`config.mk`:
```
export PLATFORM = sky130hd
export DESIGN_NAME = mem_dma_initiator_flat
export DESIGN_NICKNAME = d
export VERILOG_FILES = /design/src/rtl/mem_dma_initiator_pkg.sv /design/src/rtl/mem_dma_initiator_if.sv /design/src/rtl/mem_dma_initiator.sv /design/src/flat_wrapper.sv
export SDC_FILE = /design/constraint.sdc
export NUM_CORES = 1
export LEC_CHECK = 0
export CAP_MARGIN = 20
export CORE_UTILIZATION = 45
export CTS_BUF_LIST = sky130_fd_sc_hd__clkbuf_8 sky130_fd_sc_hd__clkbuf_16
export DETAILED_ROUTE_END_ITERATION = 12
export PLACE_DENSITY = 0.74
export SYNTH_ARGS = -nofsm -noshare
export SYNTH_HDL_FRONTEND = slang
export SYNTH_SLANG_ARGS = --single-unit
```
`constraint.sdc`:
```
create_clock -name clk -period 2.7 [get_ports clk]
set_input_delay 0.27 -clock clk [delete_from_list [all_inputs] [get_ports clk]]
set_output_delay 0.27 -clock clk [all_outputs]
set_load 0.05 [all_outputs]
```
`src/rtl/mem_dma_initiator_pkg.sv`:
```
// -----------------------------------------------------------------------------
// mem_dma_initiator_pkg
//   Shared definitions for the memory DMA initiator and its neighbours:
//   - the word-address type used by the memory/MMIO responder
//   - the memory-mapped I/O word addresses (HEX, LEDR, KEY, SW)
//   - the DMA mode encoding seen on the 1-bit 'mode' input
//   - a helper for word-address increment (silently wraps modulo 2^30)
// -----------------------------------------------------------------------------
package mem_dma_initiator_pkg;

  localparam int ADDR_BIT_WIDTH = 30;

  typedef logic [ADDR_BIT_WIDTH-1:0] word_addr_t;

  // Memory-mapped I/O word addresses shared with the processor.
  localparam word_addr_t ADDR_HEX  = 30'h0000_1000;
  localparam word_addr_t ADDR_LEDR = 30'h0000_1001;
  localparam word_addr_t ADDR_KEY  = 30'h0000_1002;
  localparam word_addr_t ADDR_SW   = 30'h0000_1003;

  // Transfer mode as presented on the engine's 'mode' input.
  typedef enum logic {
    DMA_MODE_COPY = 1'b0,
    DMA_MODE_FILL = 1'b1
  } dma_mode_e;

  // Next word address; the carry out of bit 29 is dropped on purpose so that
  // 3FFFFFFF rolls over to 0.
  function automatic word_addr_t next_word_addr(input word_addr_t addr);
    return addr + word_addr_t'(1);
  endfunction

endpackage : mem_dma_initiator_pkg

```
`src/rtl/mem_dma_initiator_if.sv`:
```
// -----------------------------------------------------------------------------
// mem_dma_initiator_if
//   Single-port word memory bus between an initiator and the Memory/MMIO
//   responder, including the arbiter grant.
//   Signals:
//     req       initiator -> arbiter    port request
//     gnt       arbiter   -> initiator  port granted this cycle
//     addr      initiator -> memory     word address
//     en_write  initiator -> memory     write enable (only ever high with gnt)
//     wdata     initiator -> memory     write data
//     rdata     memory    -> initiator  read data, combinational from addr
//   Modports:
//     master  the DMA engine side
//     slave   the memory/arbiter side
// -----------------------------------------------------------------------------
interface mem_dma_initiator_if
  import mem_dma_initiator_pkg::*;
#(
  parameter int DATA_BIT_WIDTH = 32
);

  logic                      req;
  logic                      gnt;
  word_addr_t                addr;
  logic                      en_write;
  logic [DATA_BIT_WIDTH-1:0] wdata;
  logic [DATA_BIT_WIDTH-1:0] rdata;

  modport master (
    output req,
    output addr,
    output en_write,
    output wdata,
    input  gnt,
    input  rdata
  );

  modport slave (
    input  req,
    input  addr,
    input  en_write,
    input  wdata,
    output gnt,
    output rdata
  );

endinterface : mem_dma_initiator_if

```
`src/rtl/mem_dma_initiator.sv`:
```
// -----------------------------------------------------------------------------
// mem_dma_initiator
//   Bus initiator that copies a block of words (src -> dst) or fills a block
//   with a constant, sharing the memory port with the processor through an
//   external arbiter. While the grant is low the engine holds every register,
//   so a stalled transfer resumes exactly where it stopped.
//
//   Ports:
//     clk         in   system clock
//     reset       in   synchronous, active-high reset (aborts any transfer)
//     start       in   1-cycle request, only looked at while idle
//     mode        in   0 = copy src->dst, 1 = fill dst with fill_value
//     src_addr    in   first source word address (copy only)
//     dst_addr    in   first destination word address
//     len         in   number of words; 0 completes without touching memory
//     fill_value  in   fill word (fill only)
//     busy        out  high while reading/writing
//     done        out  1-cycle completion pulse
//     mem         master side of the memory bus interface
//
//   Timing with the grant held high, start accepted at cycle 0:
//     copy of N words -> done at cycle 2N+1 (one READ + one WRITE per word)
//     fill of N words -> done at cycle N+1
//     len == 0        -> done at cycle 1
// -----------------------------------------------------------------------------
module mem_dma_initiator
  import mem_dma_initiator_pkg::*;
#(
  parameter int DATA_BIT_WIDTH = 32,
  parameter int LEN_BIT_WIDTH  = 12
) (
  input  logic                      clk,
  input  logic                      reset,
  input  logic                      start,
  input  logic                      mode,
  input  word_addr_t                src_addr,
  input  word_addr_t                dst_addr,
  input  logic [LEN_BIT_WIDTH-1:0]  len,
  input  logic [DATA_BIT_WIDTH-1:0] fill_value,
  output logic                      busy,
  output logic                      done,
  mem_dma_initiator_if.master       mem
);

  typedef enum logic [1:0] {
    S_IDLE  = 2'd0,
    S_READ  = 2'd1,
    S_WRITE = 2'd2,
    S_DONE  = 2'd3
  } state_e;

  typedef logic [LEN_BIT_WIDTH-1:0] len_t;

  state_e                    state_q;
  word_addr_t                cur_src_q;
  word_addr_t                cur_dst_q;
  len_t                      cnt_q;
  logic [DATA_BIT_WIDTH-1:0] buf_q;
  dma_mode_e                 mode_q;

  // Next-state helpers for the counters; pure arithmetic, no state.
  word_addr_t cur_src_d;
  word_addr_t cur_dst_d;
  len_t       cnt_d;

  assign cur_src_d = next_word_addr(cur_src_q);
  assign cur_dst_d = next_word_addr(cur_dst_q);
  assign cnt_d     = cnt_q - len_t'(1);

  // ---------------------------------------------------------------------------
  // Control FSM and datapath registers
  // ---------------------------------------------------------------------------
  // NOTE: reset is synchronous here, so it is tested inside the clocked block
  // and is absent from the sensitivity list; every register assigned below is
  // updated with <= so all of them see the pre-edge values of each other.
  always_ff @(posedge clk) begin
    if (reset) begin
      // NOTE: these are a handful of flops, not a memory array, so clearing
      // them on reset is cheap and keeps the outputs defined from cycle one.
      state_q   <= S_IDLE;
      cur_src_q <= '0;
      cur_dst_q <= '0;
      cnt_q     <= '0;
      buf_q     <= '0;
      mode_q    <= DMA_MODE_COPY;
    end else begin
      case (state_q)
        S_IDLE: begin
          if (start) begin
            cur_src_q <= src_addr;
            cur_dst_q <= dst_addr;
            cnt_q     <= len;
            // Preloading the fill word means a fill never needs a READ; a copy
            // overwrites it on its first read.
            buf_q     <= fill_value;
            mode_q    <= dma_mode_e'(mode);
            if (len == '0) begin
              state_q <= S_DONE;
            end else if (dma_mode_e'(mode) == DMA_MODE_FILL) begin
              state_q <= S_WRITE;
            end else begin
              state_q <= S_READ;
            end
          end
        end

        S_READ: begin
          if (mem.gnt) begin
            buf_q     <= mem.rdata;
            cur_src_q <= cur_src_d;
            state_q   <= S_WRITE;
          end
        end

        S_WRITE: begin
          if (mem.gnt) begin
            cur_dst_q <= cur_dst_d;
            cnt_q     <= cnt_d;
            // cnt_q still holds the count including the word being written.
            if (cnt_q == len_t'(1)) begin
              state_q <= S_DONE;
            end else if (mode_q == DMA_MODE_FILL) begin
              state_q <= S_WRITE;
            end else begin
              state_q <= S_READ;
            end
          end
        end

        S_DONE: begin
          state_q <= S_IDLE;
        end

        default: begin
          state_q <= S_IDLE;
        end
      endcase
    end
  end

  // ---------------------------------------------------------------------------
  // Bus drive: decoded straight from the state and datapath registers
  // ---------------------------------------------------------------------------
  // NOTE: every output gets a default before the case, so no path through the
  // block leaves a signal unassigned and no latch is inferred.
  always_comb begin
    mem.req      = 1'b0;
    mem.addr     = '0;
    mem.en_write = 1'b0;
    mem.wdata    = '0;
    case (state_q)
      S_READ: begin
        mem.req  = 1'b1;
        mem.addr = cur_src_q;
      end
      S_WRITE: begin
        mem.req      = 1'b1;
        mem.addr     = cur_dst_q;
        mem.wdata    = buf_q;
        // Gating with the grant guarantees no write lands while another
        // initiator owns the port.
        mem.en_write = mem.gnt;
      end
      default: begin
      end
    endcase
  end

  assign busy = (state_q == S_READ) || (state_q == S_WRITE);
  assign done = (state_q == S_DONE);

endmodule : mem_dma_initiator

```
`src/flat_wrapper.sv`:
```
// flat-port wrapper written by rule: the top's interface ports become plain ports
module mem_dma_initiator_flat import mem_dma_initiator_pkg::*;
#(
  parameter int DATA_BIT_WIDTH = 32,
  parameter int LEN_BIT_WIDTH  = 12
)
  (clk, reset, start, mode, src_addr, dst_addr, len, fill_value, busy, done, mem_req, mem_addr, mem_en_write, mem_wdata, mem_gnt, mem_rdata);
  mem_dma_initiator_if #(.DATA_BIT_WIDTH(DATA_BIT_WIDTH)) mem_i ();
  input  logic clk;
  input  logic reset;
  input  logic start;
  input  logic mode;
  input  word_addr_t src_addr;
  input  word_addr_t dst_addr;
  input  logic [LEN_BIT_WIDTH-1:0] len;
  input  logic [DATA_BIT_WIDTH-1:0] fill_value;
  output logic busy;
  output logic done;
  output wire logic [$bits(mem_i.req)-1:0] mem_req;
  output wire logic [$bits(mem_i.addr)-1:0] mem_addr;
  output wire logic [$bits(mem_i.en_write)-1:0] mem_en_write;
  output wire logic [$bits(mem_i.wdata)-1:0] mem_wdata;
  input wire logic [$bits(mem_i.gnt)-1:0] mem_gnt;
  input wire logic [$bits(mem_i.rdata)-1:0] mem_rdata;
  assign mem_req = mem_i.req;
  assign mem_addr = mem_i.addr;
  assign mem_en_write = mem_i.en_write;
  assign mem_wdata = mem_i.wdata;
  assign mem_i.gnt = mem_gnt;
  assign mem_i.rdata = mem_rdata;
  mem_dma_initiator #(.DATA_BIT_WIDTH(DATA_BIT_WIDTH), .LEN_BIT_WIDTH(LEN_BIT_WIDTH)) u_core (.clk(clk), .reset(reset), .start(start), .mode(mode), .src_addr(src_addr), .dst_addr(dst_addr), .len(len), .fill_value(fill_value), .busy(busy), .done(done), .mem(mem_i));
endmodule
```
==> run_1/met4.png <==
(4 px per um) Supply wires on this layer in grey.
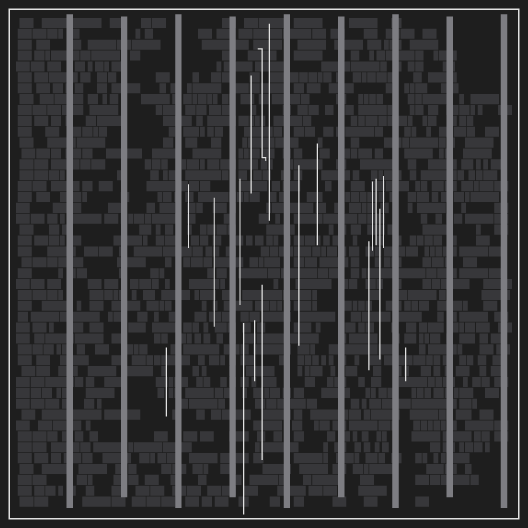
main direction: vertical
share of all routed wire: 2.3%
wire length on this layer: 508 um
longest straight run: 49.0 um
DRT Wirelength: 22100 um
vias: 7668

==> run_1/final_clocks.png <==
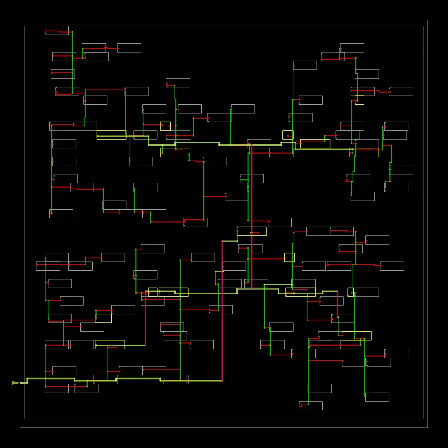
Seq Cell Count: 107
clk_lat worst skew: 0.36 ns
total CTS buffers: 9
clkbuf count: 10

==> run_1/registers.png <==
(4 px per um) Other sequential cells in the stronger grey, the rest of the logic in the fainter grey.
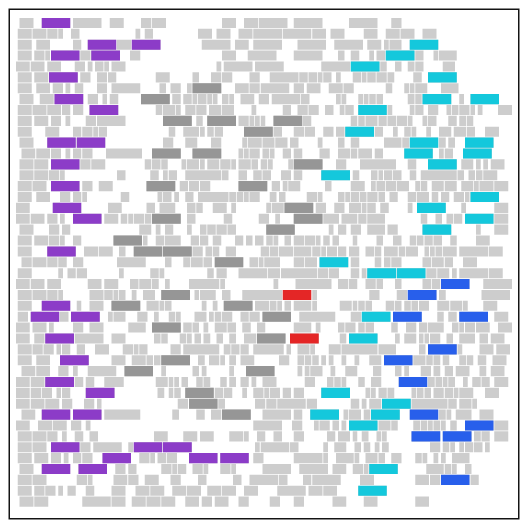
[purple] `u_core.buf_q` | sequential cells: 32 | where: a vertical strip on the left
[cyan] `u_core.cur_dst_q` | sequential cells: 30
[blue] `u_core.cnt_q` | sequential cells: 12
[red] `u_core.state_q` | sequential cells: 2
not coloured: 31
post-layout util: 64.8%
register area: 2140 um^2
flop share of the area: 21.7%
Seq group: 2.94 mW

==> results.py, run 1 <==
# Physical implementation metrics
metrics = {
    "pwr": {
        "ir_worst_vdd_mv": 0.613,
        "p_leak_nw": 3.52,
    },
    "clocking": {
        "post_cts_resized": 0,
        "htree_num_levels": 3,
        "numClockSinks": 107,
        "post_cts_buffers": 0,
        "cts_max_path_buffers": 2,
    },
    "sta": {
        "finalHoldViolCount": 0,
        "setup_viol": 0,
        "fmax_ghz": 0.395,
    },
    "layout": {
        "fillers": 1333,
        "final_nets": 1241,
        "final_cell_count_no_fill": 1284,
    },
    "global_route": {
        "grt-ovfl-total": 0,
        "grt_pass1_vias": 7089,
        "antenna_found_initial": 0,
    },
    "die": {
        "dieWidth_um": 127,
        "pin_count": 207,
        "coreArea_um2": 15200,
        "fp.dieArea_um2": 16100,
    },
    "drt": {
        "wl_per_cell_um": 17.2,
        "routed_via_density": 5.97,
    },
    "critical_path": {
        "worstPathArrival_ns": 2.26,
        "r2r-end": "u_core.cur_dst_q[8]",
    },
    "yosys": {
        "yosysCellCount": 929,
    },
    "hold_path": {
        "whs_path_depth": 2,
    },
    "run_status": {
        "status": "finished, final reports clean",
    },
}
## run 1: placed cells by master, fill, tap and decap left out, types with 7 or more instances in the layout
master             n
clkdlybuf4s50_1  140
dfxtp_1          107
nor2_1            95
nand2_1           80
a21oi_1           61
buf_4             51
a211oi_1          40
buf_12            40
o21ai_0           38
and2_1            38
mux2i_1           37
nand3_1           33
nor3_1            28
nor2b_1           28
a22oi_1           23
nand4_1           19
inv_1             18
a31oi_1           17
and3_1            17
nor4_1            17
or3_1             12
o32ai_1           10
clkbuf_16          9
nand2b_1           7
a311oi_1           7
a21boi_1           7
ha_1               7
## run 1: logic make-up (layout without fill, tap and decap cells)
kind of cell | after synthesis | count (layout) | synth area share [%]
adder cells (fa/ha/maj) | 9 | 9 | 1.60
buffers and inverters | 101 | 268 | 5.93
XOR/XNOR | 1 | 1 | 0.125
multiplexers | 43 | 43 | 6.23
AND-OR/OR-AND | 258 | 258 | 24.6
AND/OR/NAND/NOR | 410 | 410 | 31.0
flip-flops | 107 | 107 | 30.5
## run 1: state kept, by name, indices dropped and copies added, names as in the netlist
| register | count |
|---|---|
| u_core.state_q | 2 |
| u_core.mode_q | 1 |
| u_core.cur_src_q | 30 |
| u_core.buf_q | 32 |
| u_core.cur_dst_q | 30 |
| u_core.cnt_q | 12 |
## run 1: cell usage after synthesis (18+ instances only)
| library cell | n | area share (%) |
|---|---|---|
| dfxtp_1 | 107 | 30 |
| nor2_1 | 96 | 5.1 |
| nand2_1 | 80 | 4.3 |
| a21oi_1 | 61 | 4.3 |
| clkbuf_1 | 51 | 2.7 |
| a211oi_1 | 40 | 4.3 |
| and2_1 | 38 | 3.4 |
| o21ai_0 | 38 | 2.7 |
| mux2i_1 | 37 | 5.3 |
| nand3_1 | 33 | 2.3 |
| nor2b_1 | 28 | 2.5 |
| nor3_1 | 28 | 2.0 |
| a22oi_1 | 23 | 2.5 |
| nand4_1 | 19 | 1.7 |
| buf_2 | 18 | 1.3 |
| inv_1 | 18 | 0.96 |
## run 1: where the power goes
| part | switching (mW) | internal [mW] | total (mW) | leakage, nW |
|---|---|---|---|---|
| Clock | 0.658 | 0.659 | 1.32 | 0.135 |
| Combinational | 3.28 | 2.32 | 5.60 | 2.50 |
| Sequential | 0.751 | 2.19 | 2.94 | 0.884 |
## run 1: layout make-up
cell class | count | share of cell area [%]
Multi-Input combinational cell | 721 | 45.7
Timing Repair Buffer | 232 | 26.5
Sequential cell | 107 | 21.7
Clock buffer | 10 | 2.43
Tap cell | 188 | 2.39
Inverter | 20 | 0.762
Clock inverter | 6 | 0.470
## run 1: how the worst max path moves through the flow
stage / from / endpoint / slack (ns) / cells after the start
2_1_floorplan: u_core.state_q[0] / mem_addr[23] / -0.05 / 4
5_1_grt: u_core.state_q[1] / mem_addr[28] / 0.007 / 6
6_report: u_core.state_q[0] / mem_addr[23] / 0.17 / 6
3_5_place_dp: start / u_core.cur_dst_q[8] / 0.27 / 6
4_1_cts: u_core.state_q[1] / mem_addr[28] / 0.15 / 6
3_3_place_gp: start / u_core.cur_dst_q[0] / 0.40 / 6
==> run_1/density.png <==
(3 px per um) The die is cut into 13 by 13 equal tiles; white is low, dark blue is high, 0 to 100% covered.
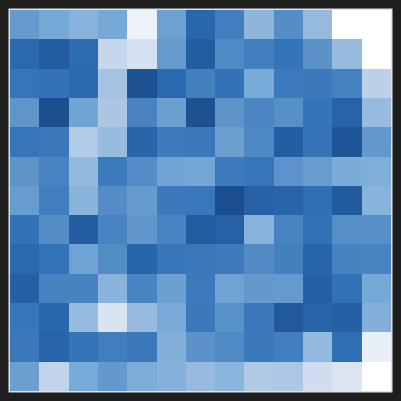

==> run 1 -> run 2 <==
--- a/config.mk
+++ b/config.mk
@@ -6,6 +6,7 @@
 export NUM_CORES = 1
 export LEC_CHECK = 0
 export CAP_MARGIN = 20
+export CORE_MARGIN = 2
 export CORE_UTILIZATION = 45
 export CTS_BUF_LIST = sky130_fd_sc_hd__clkbuf_8 sky130_fd_sc_hd__clkbuf_16
 export DETAILED_ROUTE_END_ITERATION = 12
==> run_2/density.png <==
(3 px per um) The die is cut into 13 by 13 equal tiles; white is low, dark blue is high, 0 to 100% covered.
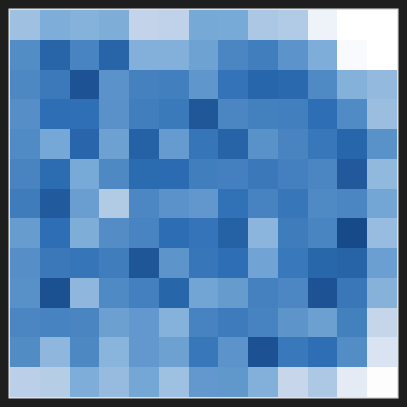
tiles over 75% full: 15%
emptiest ninth of the die: upper right
fullest tile: 90%
mean over tiles: 59%
Initial Util: 46.1%
post-layout util: 65.9%

==> results.py, run 2 <==
# Physical implementation metrics
metrics = {
    "run_status": {
        "status": "finished, final reports clean",
    },
    "drt": {
        "finalWirelength_um": 22900,
        "wl_per_cell_um": 17.5,
        "routed_via_density": 5.90,
    },
    "layout": {
        "fillers": 1327,
        "layout_top_cell": "clkdlybuf4s50_1",
        "lay_top_cells": "140 x clkdlybuf4s50_1, 107 x dfxtp_1, 95 x nor2_1",
    },
    "yosys": {
        "top_area_cell": "dfxtp_1",
        "topCellsByArea": "dfxtp_1 30%, mux2i_1 5.3%, nor2_1 5.1%",
        "ys_sh_xor_pct": 0.125,
        "ys_sh_adder_pct": 1.60,
        "top_cells_by_count": "107 x dfxtp_1, 96 x nor2_1, 80 x nand2_1",
        "ys_sh_simple_pct": 31.0,
        "ys_sh_mux_pct": 6.23,
    },
    "pwr": {
        "ir_worst_vdd_mv": 0.598,
        "p_int_mw": 5.21,
        "p_leak_nw": 3.56,
        "p_seq_share_pct": 29.1,
        "comb_power_share_pct": 58.0,
    },
    "die": {
        "coreArea_um2": 15300,
        "pin_count": 207,
        "dieWidth_um": 129,
    },
    "global_route": {
        "grt_pass1_vias": 7121,
    },
    "sta": {
        "finalHoldViolCount": 0,
    },
    "clocking": {
        "numClockSinks": 107,
        "htree_num_levels": 3,
        "clock.latency.late_pin_ns": 0.37,
    },
}
==> run_2/registers.png <==
(4 px per um) Other sequential cells in the stronger grey, the rest of the logic in the fainter grey.
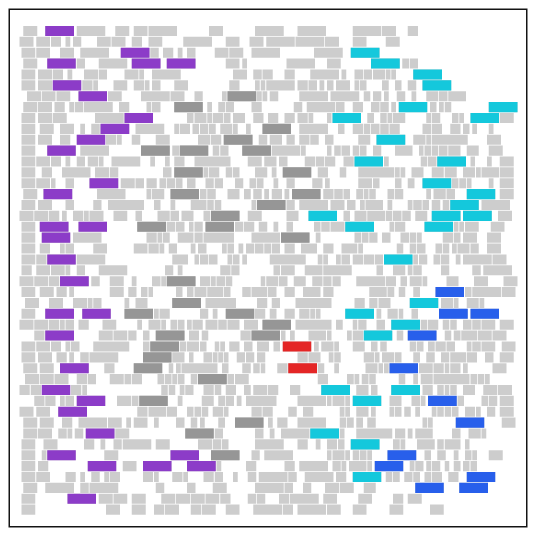
[cyan] `u_core.cur_dst_q` | sequential cells: 30
[purple] `u_core.buf_q` | sequential cells: 32 | where: a vertical strip on the left
[blue] `u_core.cnt_q` | sequential cells: 12 | where: lower right
[red] `u_core.state_q` | sequential cells: 2
not coloured: 31

run 2: worst paths after layout:
kind                           from                  end  slack [ns]  cells past startpoint
setup / recovery  u_core.state_q[1]         mem_addr[24]        0.14                      6
hold / removal      u_core.cnt_q[4]      u_core.cnt_q[4]        0.49                      2
hold reg to reg     u_core.cnt_q[4]      u_core.cnt_q[4]        0.49                      2
setup reg to reg  u_core.state_q[0]  u_core.cur_dst_q[8]        0.24                      7
run 2: power groups by stage:
| stage | clock network [mW] | logic (mW) | registers, mW |
|---|---|---|---|
| finish | 1.29 | 5.78 | 2.90 |
| CTS | 1.31 | 5.77 | 2.86 |
| global placement | 0 | 5.66 | 2.87 |
| detailed placement | 0 | 5.75 | 2.90 |
| floorplan | 0 | 4.05 | 2.65 |
| global route | 1.36 | 6.32 | 2.99 |
run 2: worst reg2reg max path, stage by stage, from the launching register on:
cell	delay [ns]
dfxtp_1	0.43
inv_1	0.14
ha_1	0.33
nand2b_1	0.21
and2_1	0.53
buf_4	0.31
nor2_1	0.06
a2111oi_0	0.35
run 2: cell families (layout without fill, tap and decap cells):
family	after synthesis	in the layout
flip-flops	107	107
AND-OR/OR-AND	258	258
XOR/XNOR	1	1
adder cells (fa/ha/maj)	9	9
AND/OR/NAND/NOR	410	410
buffers and inverters	101	267
multiplexers	43	43
run 2: final cells by class:
type,instances,area [um^2],area share [%]
Inverter,20,75.1,0.746
Timing Repair Buffer,231,2800,27.8
Clock inverter,7,53.8,0.535
Clock buffer,9,225,2.24
Multi-Input combinational cell,721,4500,44.8
Sequential cell,107,2140,21.3
Tap cell,211,264,2.62
run 2: per-layer routing:
| metal | vias up | track usage, % | wire, um |
|---|---|---|---|
| met5 | - | 0 | 0 |
| met2 | 361 | 45.0 | 10800 |
| met3 | 30 | 7.57 | 2180 |
| met1 | 3564 | 35.5 | 9420 |
| li1 | 3754 | - | - |
| met4 | 0 | 8.63 | 507 |
run 2: through the flow:
stage	hold slack, ns	std cells
3_3_place_gp	0.464	1290
6_report	0.487	1306
3_5_place_dp	0.477	1290
2_1_floorplan	0.406	929
4_1_cts	0.487	1306
5_1_grt	0.516	1306
No activity file was given, so power comes from the tool's default toggle rates.
